===== src/rtl/food_arbiter.sv =====
// rtl/food_arbiter.sv - arbitrates the food-grid RAM between VGA reads, Pacman eats and ROM level load
// Optional macro FOOD_AGING_EN: eat starvation protection via a 4-bit wait counter.
module food_arbiter #(
   parameter int COLS = 96,
   parameter int ROWS = 72
) (
   input  logic        clk,
   input  logic        reset,
   input  logic        start_level,
   input  logic        vga_req,
   input  logic [6:0]  vga_cx,
   input  logic [6:0]  vga_cy,
   output logic        vga_valid,
   output logic        vga_food,
   input  logic        eat_req,
   input  logic [6:0]  eat_cx,
   input  logic [6:0]  eat_cy,
   output logic        eat_ack,
   output logic        eat_hit,
   output logic [12:0] mem_addr,
   output logic        mem_we,
   output logic        mem_wdata,
   input  logic        mem_rdata,
   output logic [12:0] rom_addr,
   input  logic        rom_data,
   output logic [12:0] food_count,
   output logic        gamewin
);

   localparam logic [7:0]  W_COLS = 8'(COLS);
   localparam logic [7:0]  W_ROWS = 8'(ROWS);
   localparam logic [12:0] CELLS  = 13'(COLS * ROWS);

   typedef enum logic [2:0] {IDLE, INIT, RUN, EAT_RD, EAT_WR} state_t;
   state_t r_state;

   logic [12:0] r_mem_addr, r_rom_addr, r_count, r_init_cnt;
   logic        r_mem_we, r_loaded, r_gamewin, r_eat_ack, r_eat_hit;
   logic        r_p1_valid, r_p1_ram, r_vga_valid, r_p2_ram;

   logic        w_vga_in, w_eat_in, w_eat_pend, w_eat_first, w_init_wr;
   logic [12:0] w_vga_addr, w_eat_addr;

   assign w_vga_in   = ({1'b0, vga_cx} < W_COLS) && ({1'b0, vga_cy} < W_ROWS);
   assign w_eat_in   = ({1'b0, eat_cx} < W_COLS) && ({1'b0, eat_cy} < W_ROWS);
   assign w_vga_addr = 13'(vga_cy) * 13'(COLS) + 13'(vga_cx);
   assign w_eat_addr = 13'(eat_cy) * 13'(COLS) + 13'(eat_cx);
   // the ack cycle still sees eat_req high, so it must not count as a new request
   assign w_eat_pend = eat_req && !r_eat_ack;
   assign w_init_wr  = (r_state == INIT) && r_mem_we;

`ifdef FOOD_AGING_EN
   logic [3:0] r_wait;

   // the fifteenth consecutive pending cycle takes the slot from the pixel path
   assign w_eat_first = w_eat_pend && (r_wait == 4'd14);

   always_ff @(posedge clk) begin
      if (reset || start_level || r_state != RUN || !w_eat_pend || !vga_req || w_eat_first)
         r_wait <= 4'd0;
      else if (r_wait != 4'd15)
         r_wait <= r_wait + 4'd1;
   end
`else
   assign w_eat_first = 1'b0;
`endif

   always_ff @(posedge clk) begin
      if (reset) begin
         r_state     <= IDLE;
         r_loaded    <= 1'b0;
         r_count     <= 13'd0;
         r_gamewin   <= 1'b0;
         r_vga_valid <= 1'b0;
         r_p1_valid  <= 1'b0;
         r_p1_ram    <= 1'b0;
         r_p2_ram    <= 1'b0;
         r_eat_ack   <= 1'b0;
         r_eat_hit   <= 1'b0;
         r_mem_we    <= 1'b0;
         r_mem_addr  <= 13'd0;
         r_rom_addr  <= 13'd0;
         r_init_cnt  <= 13'd0;
      end else begin
         r_eat_ack   <= 1'b0;
         r_eat_hit   <= 1'b0;
         r_p1_valid  <= 1'b0;
         r_p1_ram    <= 1'b0;
         r_vga_valid <= r_p1_valid;
         r_p2_ram    <= r_p1_ram;
         r_gamewin   <= r_loaded && (r_count == 13'd0);
         if (start_level) begin
            r_state    <= INIT;
            r_loaded   <= 1'b0;
            r_count    <= 13'd0;
            r_gamewin  <= 1'b0;
            r_mem_we   <= 1'b0;
            r_rom_addr <= 13'd0;
            r_init_cnt <= 13'd0;
         end else begin
            case (r_state)
               IDLE: r_mem_we <= 1'b0;
               INIT: begin
                  if (vga_req)
                     r_p1_valid <= 1'b1;
                  if (r_mem_we && rom_data)
                     r_count <= r_count + 13'd1;
                  // cell k is written one cycle after its ROM address, hence CELLS+1 cycles
                  if (r_init_cnt == CELLS) begin
                     r_state  <= RUN;
                     r_loaded <= 1'b1;
                     r_mem_we <= 1'b0;
                  end else begin
                     r_mem_we   <= 1'b1;
                     r_mem_addr <= r_init_cnt;
                     r_init_cnt <= r_init_cnt + 13'd1;
                     if (r_init_cnt + 13'd1 < CELLS)
                        r_rom_addr <= r_init_cnt + 13'd1;
                  end
               end
               RUN: begin
                  r_mem_we <= 1'b0;
                  if (vga_req && !w_eat_first) begin
                     r_p1_valid <= 1'b1;
                     r_p1_ram   <= w_vga_in;
                     if (w_vga_in)
                        r_mem_addr <= w_vga_addr;
                  end else if (w_eat_pend) begin
                     if (w_eat_in) begin
                        r_state    <= EAT_RD;
                        r_mem_addr <= w_eat_addr;
                     end else begin
                        r_eat_ack <= 1'b1;
                     end
                  end
               end
               EAT_RD: begin
                  r_mem_we <= 1'b0;
                  r_state  <= EAT_WR;
               end
               EAT_WR: begin
                  r_eat_ack <= 1'b1;
                  r_eat_hit <= mem_rdata;
                  r_mem_we  <= mem_rdata;
                  if (mem_rdata && r_count != 13'd0)
                     r_count <= r_count - 13'd1;
                  r_state <= RUN;
               end
               default: r_state <= IDLE;
            endcase
         end
      end
   end

   assign vga_valid  = r_vga_valid;
   assign vga_food   = r_vga_valid & r_p2_ram & mem_rdata;
   assign eat_ack    = r_eat_ack;
   assign eat_hit    = r_eat_hit;
   assign mem_addr   = r_mem_addr;
   assign mem_we     = r_mem_we;
   assign mem_wdata  = w_init_wr & rom_data;
   assign rom_addr   = r_rom_addr;
   assign food_count = r_count;
   assign gamewin    = r_gamewin;

endmodule


===== config.mk =====
export PLATFORM = sky130hd
export DESIGN_NAME = food_arbiter
export DESIGN_NICKNAME = d
export VERILOG_FILES = /design/src/rtl/food_arbiter.sv
export SDC_FILE = /design/constraint.sdc
export NUM_CORES = 1
export LEC_CHECK = 0
export CAP_MARGIN = 25
export CORE_MARGIN = 4
export CORE_UTILIZATION = 52
export CTS_CLUSTER_DIAMETER = 40
export DETAILED_ROUTE_END_ITERATION = 10
export HOLD_SLACK_MARGIN = 0.06
export PLACE_DENSITY = 0.78
export SLEW_MARGIN = 20
export SYNTH_ARGS = -nofsm -noshare
export SYNTH_HDL_FRONTEND = slang
export SYNTH_SLANG_ARGS = --single-unit

===== constraint.sdc =====
create_clock -name clk -period 4.75 [get_ports clk]
set_clock_uncertainty 0.05 [all_clocks]
set_input_delay 1.425 -clock clk [delete_from_list [all_inputs] [get_ports clk]]
set_output_delay 1.425 -clock clk [all_outputs]
set_load 0.02 [all_outputs]

==> summary.txt <==
Item: results of the latest flow run.

- The run finished with clean final reports.
- The number of antenna violations at the first check in global routing is 0.
- The cell taking the most area after synthesis is dfxtp_1.
- No sink is reached through more buffers than the 2 on the longest clock path.
- The startpoint of the worst register-to-register path is r_state[1].
- The wire length on met1 is just under 5000 um.
- According to the floorplan report, the placeable core area is 0.008341 mm^2.
- The biggest cell delay along the critical path is about 0.65 ns.
- The slew of the pin with the lowest slew margin is slightly above 0.9 ns.
- By instance count, the leading cell after synthesis is nor2_1.
- The number of hold buffers added after CTS is 0.
- For this run, the post-layout net count is approximately 670.
- The global-route wire length before repair is about 18000 um.
- Yosys mapped a number of flops with a built-in enable equal to 0.
- The clock tree from TritonCTS is built.
- The script extracted a total leakage power of approximately 2.1 nW.
- Yosys stat counts about 530 cells in the synthesized netlist.
- Buffers placed on the I/O ports in this run total approximately 80.
- The final timing report counts setup violations totalling 0.
- Cell internal power was estimated by the tool at around 0.00086 W.
- The required time of the critical path is between 3 and 4 ns.
- The yosys synthesis warning count is 0.
- The pin count of the biggest net entering global routing is ~40.
- The switching share of total power is between 20% and 30%.
- The clock root buffer is clkbuf_8.
- The tally of max-capacitance violations is 0.
- Per report_power, the sequential group accounts for a little under half of the total.
- For this run, design rule violations remaining after detail routing come to 0.
- The final weighted congestion recorded by global placement is ~0.95.
- In this run the tools logged warnings totalling 31.
- The worst setup path is launched from a primary input.
- Summed over all nets, the switching power comes to ~0.00036 W.
- For met1 alone, demand over resource in global routing was between 20% and 30%.
- The most common library cell in the layout ignoring fill and taps is clkdlybuf4s50_1.
- The highest clock frequency the design can meet is 234.0 MHz.
- The synthesized netlist occupies a cell area of around 0.0045 mm^2.
- The tally of non-filler cells in the final layout is between 700 and 800.
- In this run the number of H-tree levels came out at 3.
- After synthesis, the share of flip-flops with an asynchronous set or reset is 0%.
- The initial standard-cell utilization of the core is a little over half.
- The setup path with the least slack is of type primary input to output pin.
- The final instance area is about 0.0055 mm^2.
- The part of the power in the clock network is around 34%.
- The horizontal die dimension is 101.2 um.
- The first detailed-routing pass ran for 4 iterations.
- The detailed route wirelength on metal2 is between 5000 and 6000 um.
- During I/O placement, the number of pins put on the boundary was 81.
- The critical path data arrival time is 2.80 ns.
- In the global route stage, met2 resource usage came out at 36.87%.
- The report lists the cells along the critical path as clkdlybuf4s50_1 > and3_1 > clkdlybuf4s50_1.
- The layout summary lists the proportion of cells stronger than drive strength 1 as 8.652%.
- The kind of end point of the critical path is an output pin.
- The antenna violation net count after detailed routing is 0.
- The remaining global-route overflow is 0.
- The worst voltage drop across the vdd grid is 0.1104 mV.
- The slowest stage of the critical path belongs to the cell clkdlybuf4s50_1.
- The top routing layer in use is met4.
- The layer flagged by global routing as most heavily used is met2.
- The most common cell type on the critical path is clkdlybuf4s50_1.
- The sum of negative setup slack is 0 ns.
- The max-slew check reports its worst relative slack as a little under two fifths.
- The worst path needs 4.273 ns of the cycle, external delays included.
- Gates resized during post-CTS repair numbered 0.
-- layout make-up --
cell class	instances	area (um^2)
inverter	16	60.06
timing repair buffer	86	849.6
multi-input combinational	419	3008
clock buffer	11	141.4
clock inverter	5	32.53
sequential	64	1281
tap	105	131.4
fill	715	2836
-- cells by family (layout without fill, tap and decap cells) --
logic type,after synthesis,in the layout,share of synthesized area [%]
AND/OR/NAND/NOR,198,198,23.68
adder cells (fa/ha/maj),38,38,11.37
flip-flops,64,64,28.39
multiplexers,13,13,2.911
buffers and inverters,47,118,5.073
XOR/XNOR,36,36,6.986
AND-OR/OR-AND,134,134,21.60
-- power by group through the flow --
stage          clock, W  combinational (W)  sequential, W
5_1_grt        0.000446           0.000278       0.000553
6_report       0.000420           0.000252       0.000552
2_1_floorplan         0           0.000163       0.000569
4_1_cts        0.000423           0.000252       0.000552
3_3_place_gp          0           0.000244       0.000564
3_5_place_dp          0           0.000251       0.000564
-- worst max-delay path: cells and delay by family --
kind	cells	cell delay, ns
AND/OR/NAND/NOR	1	0.26
buffers and inverters	2	1.11
-- worst min-delay path by stage --
stage	from	endpoint	slack [ns]
floorplan	r_loaded	gamewin	0.36
global placement	r_p1_ram	r_p2_ram	0.38
detailed placement	r_p1_ram	r_p2_ram	0.38
CTS	r_p1_ram	r_p2_ram	0.40
global route	r_p1_valid	vga_valid	0.42
finish	r_p1_ram	r_p2_ram	0.39
-- registers in the layout, summed over array words and instances, names as in the netlist --
signal      cells
r_p1_ram        1
rom_addr       13
vga_valid       1
r_state         3
gamewin         1
r_loaded        1
eat_ack         1
mem_we          1
eat_hit         1
r_p1_valid      1
r_init_cnt     13
r_p2_ram        1
food_count     13
mem_addr       13
### Register map, names as in the netlist

Other sequential cells in the stronger grey, the rest of the logic in the fainter grey.
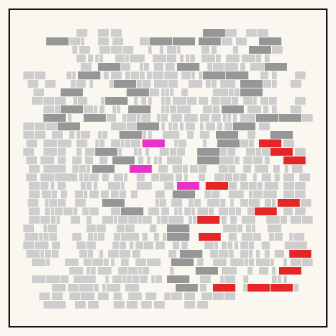
Key: r_state = magenta [sequential cells 3]; food_count = red [sequential cells 13]
combined flip-flop and latch cell area: 0.001281 mm^2
share of the final layout cell area in sequential cells: 23.28%
end-of-flow core utilization: 65.99%
power attributed to sequential cells: 0.000552 W

### Signal wires by layer

Two of the layers only.
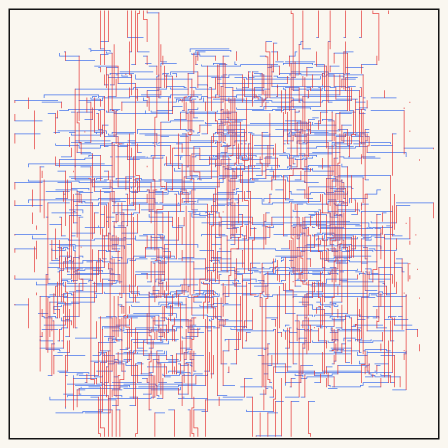
Key: M1 = blue [wire length 4960 um]; M2 = red [wire length 5290 um]
average wire length per cell after detail routing: 15.39 um
wire length after detailed routing: 10870 um
GRT Overall Usage: 21.87%
number of vias after detailed routing: 4091

### Close-up of the layout

Region (63, 13) to (88, 38) um. Cells in grey, sequential cells in the stronger grey; small squares are vias.
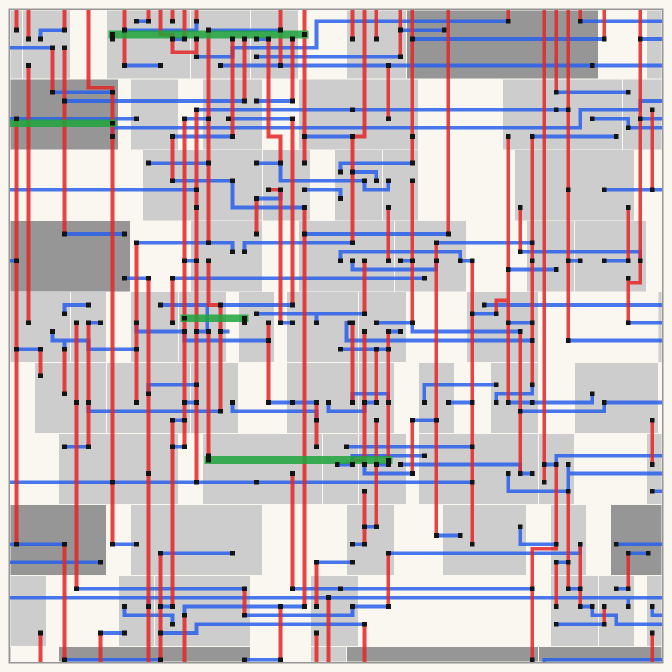
Key: M1 = blue; M2 = red; M3 = green
Sequential cells in the window: 4. Netlist names of flops here include food_count (3), eat_hit (1). Most frequent: nor2_1 (9), a21oi_1 (8), ha_1 (7). 55 logic cells have their middle in the window.

Power and IR drop assume default switching activity.
